**src/rtl/mem_arbiter.sv**
```systemverilog
// Datapath-facing memory arbiter: serializes I-fetch and D load/store
// requests onto a single-ported RAM and returns one-cycle hit pulses.
module mem_arbiter #(
  parameter int TIMEOUT = 255
) (
  input  logic        CLK,
  input  logic        nRST,
  input  logic        imemREN,
  input  logic [31:0] imemaddr,
  output logic        ihit,
  output logic [31:0] imemload,
  input  logic        dmemREN,
  input  logic        dmemWEN,
  input  logic [31:0] dmemaddr,
  input  logic [31:0] dmemstore,
  output logic        dhit,
  output logic [31:0] dmemload,
  input  logic        halt,
  output logic        ramREN,
  output logic        ramWEN,
  output logic [31:0] ramaddr,
  output logic [31:0] ramstore,
  input  logic [31:0] ramload,
  input  logic        ram_ready,
  output logic        mem_err
);

  localparam int CW = (TIMEOUT > 255) ? $clog2(TIMEOUT + 1) : 8;

  localparam logic [1:0] IDLE = 2'd0;
  localparam logic [1:0] IACC = 2'd1;
  localparam logic [1:0] DACC = 2'd2;
  localparam logic [1:0] RESP = 2'd3;

  logic [1:0]    state_q, state_d;
  logic [CW-1:0] wait_q, wait_d;
  logic [31:0]   addr_q, addr_d;
  logic [31:0]   store_q, store_d;
  logic [31:0]   iload_q, iload_d;
  logic [31:0]   dload_q, dload_d;
  logic          is_i_q, is_i_d;
  logic          is_wr_q, is_wr_d;
  logic          err_q, err_d;
  logic          wait_hit;

  assign wait_hit = (wait_q + CW'(1)) == CW'(TIMEOUT);

  always_comb begin
    state_d = state_q;
    wait_d  = wait_q;
    addr_d  = addr_q;
    store_d = store_q;
    iload_d = iload_q;
    dload_d = dload_q;
    is_i_d  = is_i_q;
    is_wr_d = is_wr_q;
    err_d   = err_q;
    unique case (state_q)
      IDLE: begin
        if (dmemREN | dmemWEN) begin
          state_d = DACC;
          addr_d  = dmemaddr;
          store_d = dmemstore;
          is_i_d  = 1'b0;
          is_wr_d = dmemWEN;
          wait_d  = '0;
        end else if (imemREN & ~halt) begin
          state_d = IACC;
          addr_d  = imemaddr;
          is_i_d  = 1'b1;
          is_wr_d = 1'b0;
          wait_d  = '0;
        end
      end
      IACC: begin
        // a withdrawn fetch is dropped even if the RAM answers now
        if (!imemREN) begin
          state_d = IDLE;
        end else if (ram_ready) begin
          iload_d = ramload;
          state_d = RESP;
        end else if (wait_hit) begin
          err_d   = 1'b1;
          state_d = IDLE;
        end else begin
          wait_d = wait_q + CW'(1);
        end
      end
      DACC: begin
        if (ram_ready) begin
          if (!is_wr_q) dload_d = ramload;
          state_d = RESP;
        end else if (wait_hit) begin
          err_d   = 1'b1;
          state_d = IDLE;
        end else begin
          wait_d = wait_q + CW'(1);
        end
      end
      RESP: state_d = IDLE;
      default: state_d = IDLE;
    endcase
  end

  always_ff @(posedge CLK or negedge nRST) begin
    if (!nRST) begin
      state_q <= IDLE;
      wait_q  <= '0;
      addr_q  <= '0;
      store_q <= '0;
      iload_q <= '0;
      dload_q <= '0;
      is_i_q  <= 1'b0;
      is_wr_q <= 1'b0;
      err_q   <= 1'b0;
    end else begin
      state_q <= state_d;
      wait_q  <= wait_d;
      addr_q  <= addr_d;
      store_q <= store_d;
      iload_q <= iload_d;
      dload_q <= dload_d;
      is_i_q  <= is_i_d;
      is_wr_q <= is_wr_d;
      err_q   <= err_d;
    end
  end

  // strobes decode straight from state so reset drops them at once
  assign ramREN   = (state_q == IACC) |
                    ((state_q == DACC) & ~is_wr_q);
  assign ramWEN   = (state_q == DACC) & is_wr_q;
  assign ramaddr  = addr_q;
  assign ramstore = store_q;
  assign ihit     = (state_q == RESP) & is_i_q;
  assign dhit     = (state_q == RESP) & ~is_i_q;
  assign imemload = iload_q;
  assign dmemload = dload_q;
  assign mem_err  = err_q;

endmodule

```
**config.mk**
```make
export PLATFORM = sky130hd
export DESIGN_NAME = mem_arbiter
export DESIGN_NICKNAME = d
export VERILOG_FILES = /design/src/rtl/mem_arbiter.sv
export SDC_FILE = /design/constraint.sdc
export NUM_CORES = 1
export LEC_CHECK = 0
export CORE_MARGIN = 5
export CORE_UTILIZATION = 46
export CTS_CLUSTER_DIAMETER = 30
export DETAILED_ROUTE_END_ITERATION = 8
export PLACE_DENSITY = 0.93
export SLEW_MARGIN = 5
export SYNTH_ARGS = -nofsm -noshare
export SYNTH_HDL_FRONTEND = slang
export SYNTH_SLANG_ARGS = --single-unit
```
**constraint.sdc**
```tcl
create_clock -name CLK -period 5.4 [get_ports CLK]
set_input_delay 0.54 -clock CLK [delete_from_list [all_inputs] [get_ports CLK]]
set_output_delay 0.54 -clock CLK [all_outputs]
set_load 0.02 [all_outputs]
```
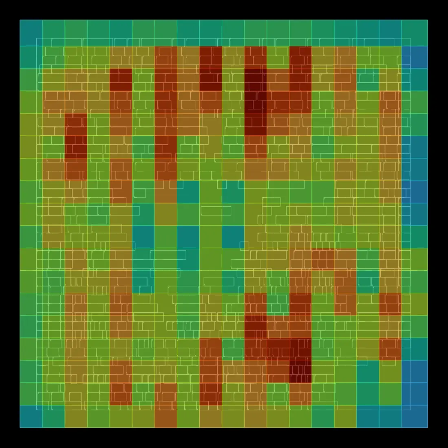
final_congestion.png
met3 Usage GRT: 7.59%
total track usage: 21.4%
Final Core Density: 72.7%
met2 usage: 38.6%

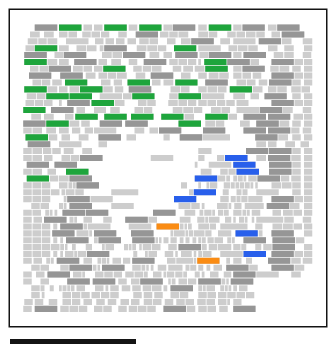
registers.png
Bar = 50 um. Other sequential cells in the stronger gray, the rest of the logic in the fainter gray.
| signal | color | sequential cells |
|---|---|---|
| dmemload | green | 32 |
| wait_q | blue | 8 |
| state_q | orange | 2 |

==> Changelog: implementation <==
### Physical design

- Outcome: finished clean
- Final Skew: 0.00941 ns
- Largest cell class by area: registers
- Die span in y: 125 um
- Routed wl met3: 1210 um
- Pleak: 4.06 nW
- Met1 wire length: 5980 um
- Placed Area: 0.00891 sq mm
- Global route total overflow: 0
- Top cell excl fill/tap: clkdlybuf4s50_1
- Vias: 4642
- Yosys stat area: 0.00612 sq mm
- CTS sink cnt: 141
- Comb/total area: 25.5%
- CP arrival: 1.98 ns
- OpenROAD warning count: 32
- Sequential cell area: 0.00353 sq mm
- Final WS setup: 2.88 ns
- Met1 Usage GRT: 22.2%
- CTS tree: built
- Seq area share: 36.9%
- CTS max path bufs: 2
- Setup crit end kind: primary output
- Final critical-path required period: 2.52 ns
- Routability cong.: 0.813
- Internal power: 0.00378 W
- Sw frac: 35.5%
- Clk. pwr: 0.00125 W
- Power Combinational: 0.00275 W
- Slew HR: 18.3%
- Routed len/inst: 18.1 um
- Crit Path Class: reg2out
- DR DRC count: 0
- Most numerous logic cells after layout: clkdlybuf4s50_1 (266), dfrtp_1 (141), mux2_2 (96)
- #MultiIn Comb: 292
- Latency at later pin: 0.42 ns
- P_sw: 0.00208 W
- I/O pins: 268
- Final period utilization: 46.6%
- Crit-path cells: inv_1, ha_1, and2_1, clkdlybuf4s50_1
- Max Freq: 398 MHz
- Crit path to: ramWEN
- Seq. pwr: 0.00185 W
- Largest net degree at the start of global routing: 74
- Top power group: combinational logic
- Post-synthesis sequential area ratio: 57.7%
- Slew Viols, Final: 0
- Post-Route WL: 16600 um
- Number of global-route vias before repair: 5169
- Total Power: 0.00585 W
- DP Wirelength: 12400 um
- ClkCell Share: 6.76%
- Worst vdd ir: 0.330 mV
- Synth area leaders: dfrtp_1 (58%), mux2_2 (18%), mux2i_1 (5.7%)
- Slew @ Worst Pin: 1.22 ns
- Buffering overhead: 28.3%
- RSZ-0062 raised after global routing: false
- Tapcell Cnt: 176
- Crit-path max FO: 4
- P&R area growth vs syn: 56.2%
- Hold Vio Cnt, Final: 0
- Reg power frac: 31.6%
- Chip footprint: 0.0157 sq mm
- Logic inverters: 5
- Reg2reg setup slack: 3.13 ns
- Post-synth EDFFs: 0
- Vias/cell: 5.06
- Root Driver: clkbuf_16
- WP data required: 4.86 ns
## kinds of logic (layout without fill, tap and decap cells)
| logic type | Yosys count | after routing | share of synthesized area, % |
|---|---|---|---|
| AOI/OAI and AO/OA | 67 | 67 | 6.55 |
| xor gates and xnor gates | 1 | 1 | 0.266 |
| adders and majority gates | 8 | 8 | 1.64 |
| buffers and inverters | 32 | 308 | 2.78 |
| DFF | 141 | 141 | 57.7 |
| muxes | 131 | 131 | 23.4 |
| and+or+nand+nor | 85 | 85 | 7.67 |
## sequential cells by signal, indices dropped and copies added, names as in the netlist
register,count
is_i_q,1
ramaddr,32
mem_err,1
imemload,32
state_q,2
dmemload,32
is_wr_q,1
ramstore,32
wait_q,8
Power and IR drop assume default switching activity.
